Figure 1. Signal wires on met3 (run 1).
Bar = 50 um.
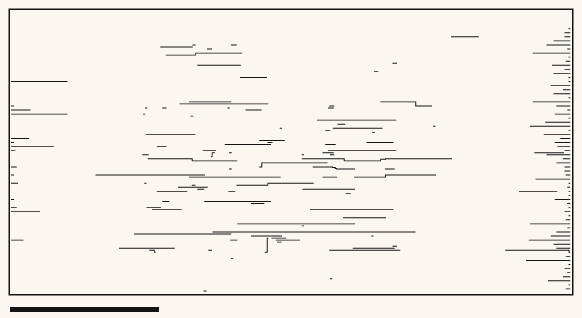
Figure 2. Placed standard cells (run 1).
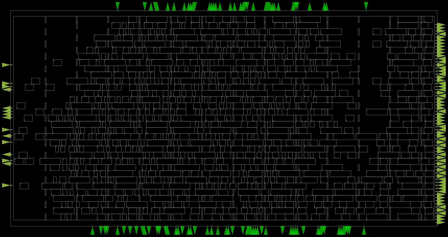
Figure 3. Where the registers sit (run 1).
Bar = 50 um.
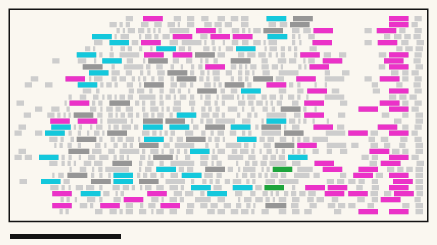
Figure 4. Local utilization (run 1).
19 x 9 tiles, from white (low) to dark blue (high), 0 to 100% covered.
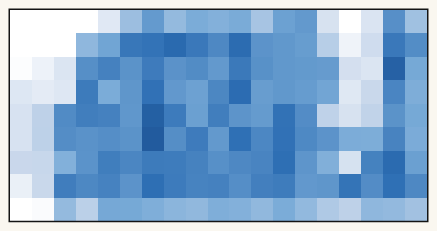
==> config.mk <==
export PLATFORM = sky130hd
export DESIGN_NAME = fetch_stage
export DESIGN_NICKNAME = d
export VERILOG_FILES = /design/src/rtl/fetch_stage.sv
export SDC_FILE = /design/constraint.sdc
export NUM_CORES = 1
export LEC_CHECK = 0
export CAP_MARGIN = 20
export CELL_PAD_IN_SITES_DETAIL_PLACEMENT = 1
export CELL_PAD_IN_SITES_GLOBAL_PLACEMENT = 1
export CORE_ASPECT_RATIO = 0.5
export CORE_UTILIZATION = 37
export DETAILED_ROUTE_END_ITERATION = 10
export PLACE_DENSITY = 0.84
export SETUP_SLACK_MARGIN = 0.15
export SKIP_CTS_REPAIR_TIMING = 1
export SLEW_MARGIN = 20
export SYNTH_ARGS = -nofsm -noshare
export SYNTH_HDL_FRONTEND = slang
export SYNTH_SLANG_ARGS = --single-unit
==> constraint.sdc <==
create_clock -name CLK -period 2.3 [get_ports CLK]
set_input_delay 0.46 -clock CLK [delete_from_list [all_inputs] [get_ports CLK]]
set_output_delay 0.46 -clock CLK [all_outputs]
set_load 0.01 [all_outputs]
==> src/rtl/fetch_stage.sv <==
// Instruction-fetch stage: owns the PC, drives the icache request and loads the
// IF/ID register. It handles stalls, downstream redirects (including during a miss) and halt.
package fetch_pkg;
  typedef enum logic [2:0] {
    NO_STALL   = 3'd0,
    IFID_STALL = 3'd1,
    IDEX_STALL = 3'd2,
    FULL_STALL = 3'd3
  } pipe_stall_t;

  typedef struct packed {
    logic [31:0] imemload;
    logic [31:0] pc_plus;
  } ifid_t;
endpackage

module fetch_stage
  import fetch_pkg::*;
#(
  parameter logic [31:0] PC0 = 32'h0000_0000
) (
  input  logic        CLK,
  input  logic        nRST,
  input  logic        ihit,
  input  logic [31:0] imemload,
  output logic        imemREN,
  output logic [31:0] imemaddr,
  input  logic [2:0]  stall,
  input  logic        redirect,
  input  logic [31:0] redirect_pc,
  input  logic        halt,
  output ifid_t       ifid,
  output logic        ifid_valid
);

  typedef enum logic [1:0] {
    RUN    = 2'd0,
    DROP   = 2'd1,
    HALTED = 2'd2
  } state_t;

  state_t      state;
  logic [31:0] pc;
  logic [31:0] pend_pc;
  logic        ren;
  logic        hold;

  // Any non-zero stall code, including undefined ones, freezes the stage.
  assign hold     = (stall != 3'(NO_STALL));
  assign imemaddr = pc;
  assign imemREN  = ren;

  // Fetch state machine, PC and IF/ID register.
  always_ff @(posedge CLK or negedge nRST) begin
    if (!nRST) begin
      state      <= RUN;
      pc         <= PC0;
      pend_pc    <= 32'h0000_0000;
      ifid       <= '0;
      ifid_valid <= 1'b0;
      ren        <= 1'b1;
    end else begin
      case (state)
        RUN: begin
          if (halt) begin
            state      <= HALTED;
            ren        <= 1'b0;
            ifid       <= '0;
            ifid_valid <= 1'b0;
          end else if (redirect) begin
            ifid       <= '0;
            ifid_valid <= 1'b0;
            if (ihit) begin
              pc <= redirect_pc;
            end else begin
              // The miss is still in flight; wait for it before re-steering.
              pend_pc <= redirect_pc;
              state   <= DROP;
            end
          end else if (hold) begin
            ifid       <= ifid;
            ifid_valid <= ifid_valid;
          end else if (ihit) begin
            ifid.imemload <= imemload;
            ifid.pc_plus  <= pc + 32'd4;
            ifid_valid    <= 1'b1;
            pc            <= pc + 32'd4;
          end else begin
            ifid       <= '0;
            ifid_valid <= 1'b0;
          end
        end
        DROP: begin
          ifid       <= '0;
          ifid_valid <= 1'b0;
          if (halt) begin
            state <= HALTED;
            ren   <= 1'b0;
          end else if (ihit) begin
            // Stale data is discarded; a concurrent redirect is the newest target.
            pc    <= redirect ? redirect_pc : pend_pc;
            state <= RUN;
          end else if (redirect) begin
            pend_pc <= redirect_pc;
          end else begin
            pend_pc <= pend_pc;
          end
        end
        HALTED: begin
          ren        <= 1'b0;
          ifid       <= '0;
          ifid_valid <= 1'b0;
        end
        default: begin
          state      <= HALTED;
          ren        <= 1'b0;
          ifid       <= '0;
          ifid_valid <= 1'b0;
        end
      endcase
    end
  end

endmodule

==> out/metrics.cfg, run 1 <==
[run_status]
outcome=finished clean

[synth]
yosys-top-cells-count=131 x dfrtp_1, 64 x nand2_1, 60 x o21ai_0
synth-edff-count=0
synth_area_sq_mm=0.00640
ys_seq_share=0.516
flop_cell=dfrtp_1
synthCells=611
syn_area_per_cell_sq_um=10.5
yosys.area.top_type=dfrtp_1
topCellsByArea=dfrtp_1 51%, mux2_2 5.5%, a22o_1 4.9%
synth.distinct_cells=68
ys_cells=611
synthMuxAreaShare=0.0626
xor_share=0.0370
synthesis.nets=684
ys.flops=132

[timing]
fin_skew_ns=0.0100
fmax_mhz=476
grt_setup_unrepaired=yes
period_needed_ns=2.10
relSlewSlack=0.474
finalHoldViolations=0
tightest_slew_ns=0.782
finalCritPeriodShare=0.914
drv_slew=0
hold_ws_ns=0.0219
fin_tns_setup_ns=0
setup_ws_ns=0.199
setup_viol=0

[final_layout]
seqAreaFraction=0.365
logic_gate_count=424
layout_top_cell=clkdlybuf4s50_1
dominant_cells=flip-flops and latches
largest_reg_flops=64
nonClockInverterCount=8
final_nets=863
final_cells=1030
clk_share=0.0647
mi_logic_area_sq_mm=0.00280
antenna_cells=0
nonClockBufferCount=207
largest-register=ifid
most-common-layout-cells=167 x clkdlybuf4s50_1, 129 x dfrtp_1, 64 x nand2_1, 60 x o21ai_0, 36 x a22o_1

[place]
io_buffers=169
dp_slack_ns=-0.0933
dpl-instance-area_sq_mm=0.00846
dp_cells=998

[power_and_ir_drop]
seq_power_share=0.429
p_switching_uw=1460
p_clk_frac=0.481
power.internal_uw=4260
vdd_drop_max_uv=581
power.group.top=the clock network
leakage_uw=0.00386
power_clock_uw=2750

[critical_path]
r2r_end=imemaddr[14]$_DFFE_PN0P_
critical_path_arrival_ns=2.41
reg2reg_from=imemaddr[2]$_DFFE_PN0P_
critPathSlowestCell=nor2_1
required_ns=2.61
start_kind=flop
r2r_setup_slack_ns=0.20
path_max_fanout=4
cp_top_family=simple AND/OR/NAND/NOR gates
path_buffers=0

[drt]
wl_per_cell_um=21.9
ant_nets=0
wl_met3_um=1260
wl_met2_um=11000
wirelength_um=22500
vias=5830
drc=0

[floorplan]
fp_util=0.385
die_y_um=95.0
num_rows=33

[cts]
numCtsBuffers=17
clock-sinks=132
htreeDepth=4
clock.latency.late_pin_ns=0.42

[global_route]
grt_usage=0.264
grt_pass1_wl_um=35800
busiest_layer=met2
antenna_found_initial=0
grtUsageMet3=0.0494
use_met2=0.459
grt_pass1_vias=6396
grt_overflow=0

[flow_run]
warnings=27
cap_viol_max_count=0

## Picture notes: Figure 1
- nets with wire on the layer: 129
- wire length on this layer: 1260 um
- main direction: horizontal
- longest straight run: 67.6 um

## Picture notes: Figure 2
final-layout fill cell count: 1827
FF+latch count: 132

## Picture notes: Figure 3
- cyan: `pend_pc` (sequential cells 32)
- magenta: `ifid` (sequential cells 64; where all over the die)
- green: `state` (sequential cells 2)
- not colored: 34

## Picture notes: Figure 4
- tiles over 75% full: 4.1%
- fullest tile: 83%
- mean over tiles: 49%
- emptiest ninth of the die: north-west

==> run 1 -> run 2 <==
Settings changed: CELL_PAD_IN_SITES_DETAIL_PLACEMENT 1 to 0.
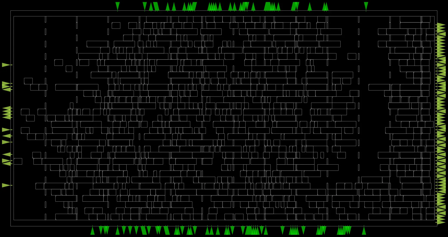
Figure 5: run 2, placed standard cells.
Seq/total area: 0.366
post-route insts no fill: 1030
tapcell count: 227
final core utilization: 0.542

==> run 2 against run 1 <==
Combinational power fell by 4%; synthesized cell count stayed put; wire length shrank 17%; setup slack improved by 0.042 ns; area after synthesis unchanged; highest routed layer unchanged.
==> out/metrics.cfg, run 2 <==
[run_status]
outcome=finished clean

[timing]
period_needed_ns=2.06
finalCritPeriodShare=0.895
fin_tns_setup_ns=0
relSlewSlack=0.510
setup_viol=0
hold_ws_ns=0.0180
fin_skew_ns=0.0109
fmax_mhz=486
drv_slew=0

[drt]
vias=5581
drc=0
wirelength_um=18600
wl_met2_um=8670
wl_met3_um=1030

[synth]
topCellsByArea=dfrtp_1 51%, mux2_2 5.5%, a22o_1 4.9%
ys.flops=132
synthCells=611
yosys-top-cells-count=131 x dfrtp_1, 64 x nand2_1, 60 x o21ai_0
ys_cells=611
flop_cell=dfrtp_1
xor_share=0.0370
synth-edff-count=0
synthesis.nets=684
yosys.area.top_type=dfrtp_1
synthMuxAreaShare=0.0626

[final_layout]
final_nets=863
dominant_cells=flip-flops and latches
mi_logic_area_sq_mm=0.00280
nonClockInverterCount=8
nonClockBufferCount=207
flops=132
antenna_cells=0
clk_share=0.0621
fillers=1460
layout_top_cell=clkdlybuf4s50_1

[floorplan]
die_y_um=95.0
num_rows=33
fp_util=0.385

[cts]
htreeDepth=4
clock-sinks=132
numCtsBuffers=17

[global_route]
grt_pass1_wl_um=29300
use_met2=0.350
antenna_found_initial=0
grt_overflow=0
grt_usage=0.214

[critical_path]
path_buffers=0
reg2reg_from=imemaddr[12]$_DFFE_PN0P_
start_kind=flop
critical_path_arrival_ns=2.35
cp_top_family=simple AND/OR/NAND/NOR gates
required_ns=2.59
r2r_end=ifid[28]$_DFFE_PN0P_

[place]
dp_slack_ns=0.00544
dp_cells=998

[power_and_ir_drop]
leakage_uw=0.00384
p_clk_frac=0.468
power_clock_uw=2580
seq_power_share=0.443
p_switching_uw=1380
power.group.top=the clock network
vdd_drop_max_uv=496

[flow_run]
warnings=26
cap_viol_max_count=0

==> run 2 -> run 3 <==
Settings changed: ABC_AREA from default to 1, CORE_UTILIZATION 37 to 36, PLACE_DENSITY 0.84 to 0.85.
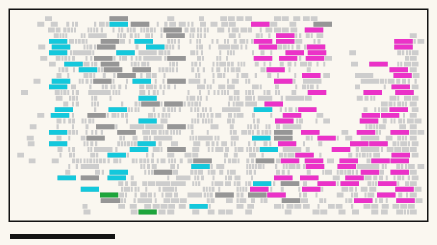
Figure 6: run 3, where the registers sit.
Bar = 50 um.
Seq. cell area: 0.00330 sq mm
final core utilization: 0.514

==> run 3 against run 2 <==
Flip-flop count unchanged; power up 9.3%; synthesized cell count up 51%; critical path depth down 4; sequential share of layout area shrank 2.3 points; critical endpoint is now imemaddr[15]; non-clock buffer count fell by 19; register-to-register slack better by 0.11 ns.
==> out/metrics.cfg, run 3 <==
[run_status]
outcome=finished clean

[drt]
wirelength_um=21300
vias=6502
ant_nets=0

[critical_path]
r2r_end=imemaddr[16]$_DFFE_PN0P_
start_kind=flop
r2r_setup_slack_ns=0.35
critPathSlowestCell=clkdlybuf4s50_1
cp_top_family=buffers and inverters

[global_route]
busiest_layer=met1
grt_pass1_vias=6008
antenna_found_initial=1
grtUsageMet3=0.0502
grt_pass1_wl_um=32800

[floorplan]
fp_util=0.374

[timing]
drv_slew=0
setup_ws_ns=0.282
finalHoldViolations=0
grt_setup_unrepaired=no
fin_tns_setup_ns=0
setup_viol=0
period_needed_ns=2.02

[final_layout]
logic_gate_count=598
most-common-layout-cells=253 x nand2_1, 168 x clkdlybuf4s50_1, 144 x inv_1, 131 x dfrtp_1, 83 x nor2_1
final_cells=1357
final_nets=1157
nonClockInverterCount=147
mi_logic_area_sq_mm=0.00295

[cts]
numCtsBuffers=17
htreeDepth=4

[place]
io_buffers=169
dpl-instance-area_sq_mm=0.00904
dp_cells=1323

[synth]
ys_seq_share=0.471
xor_share=0.0209
syn_area_per_cell_sq_um=7.59
ys_cells=923
synthesis.nets=996
synth_area_sq_mm=0.00701

[flow_run]
warnings=26

[power_and_ir_drop]
p_clk_frac=0.445
power_clock_uw=2680
leakage_uw=0.00424
power.group.top=the clock network


==> gallery <==
Cells colored by class.
image #1
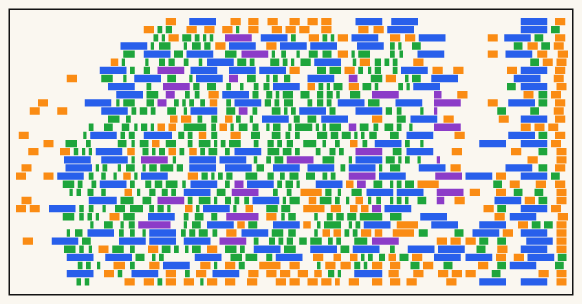
image #2
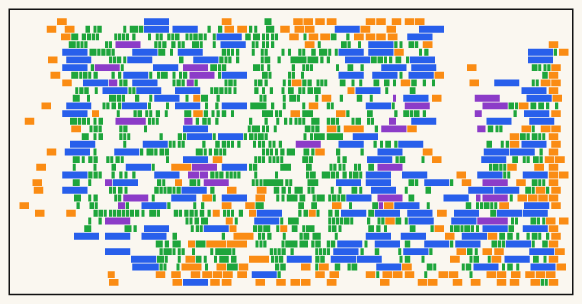
- most cells: image #2
For run 1, see image #1.
For run 3, see image #2.

Power and IR drop assume default switching activity.
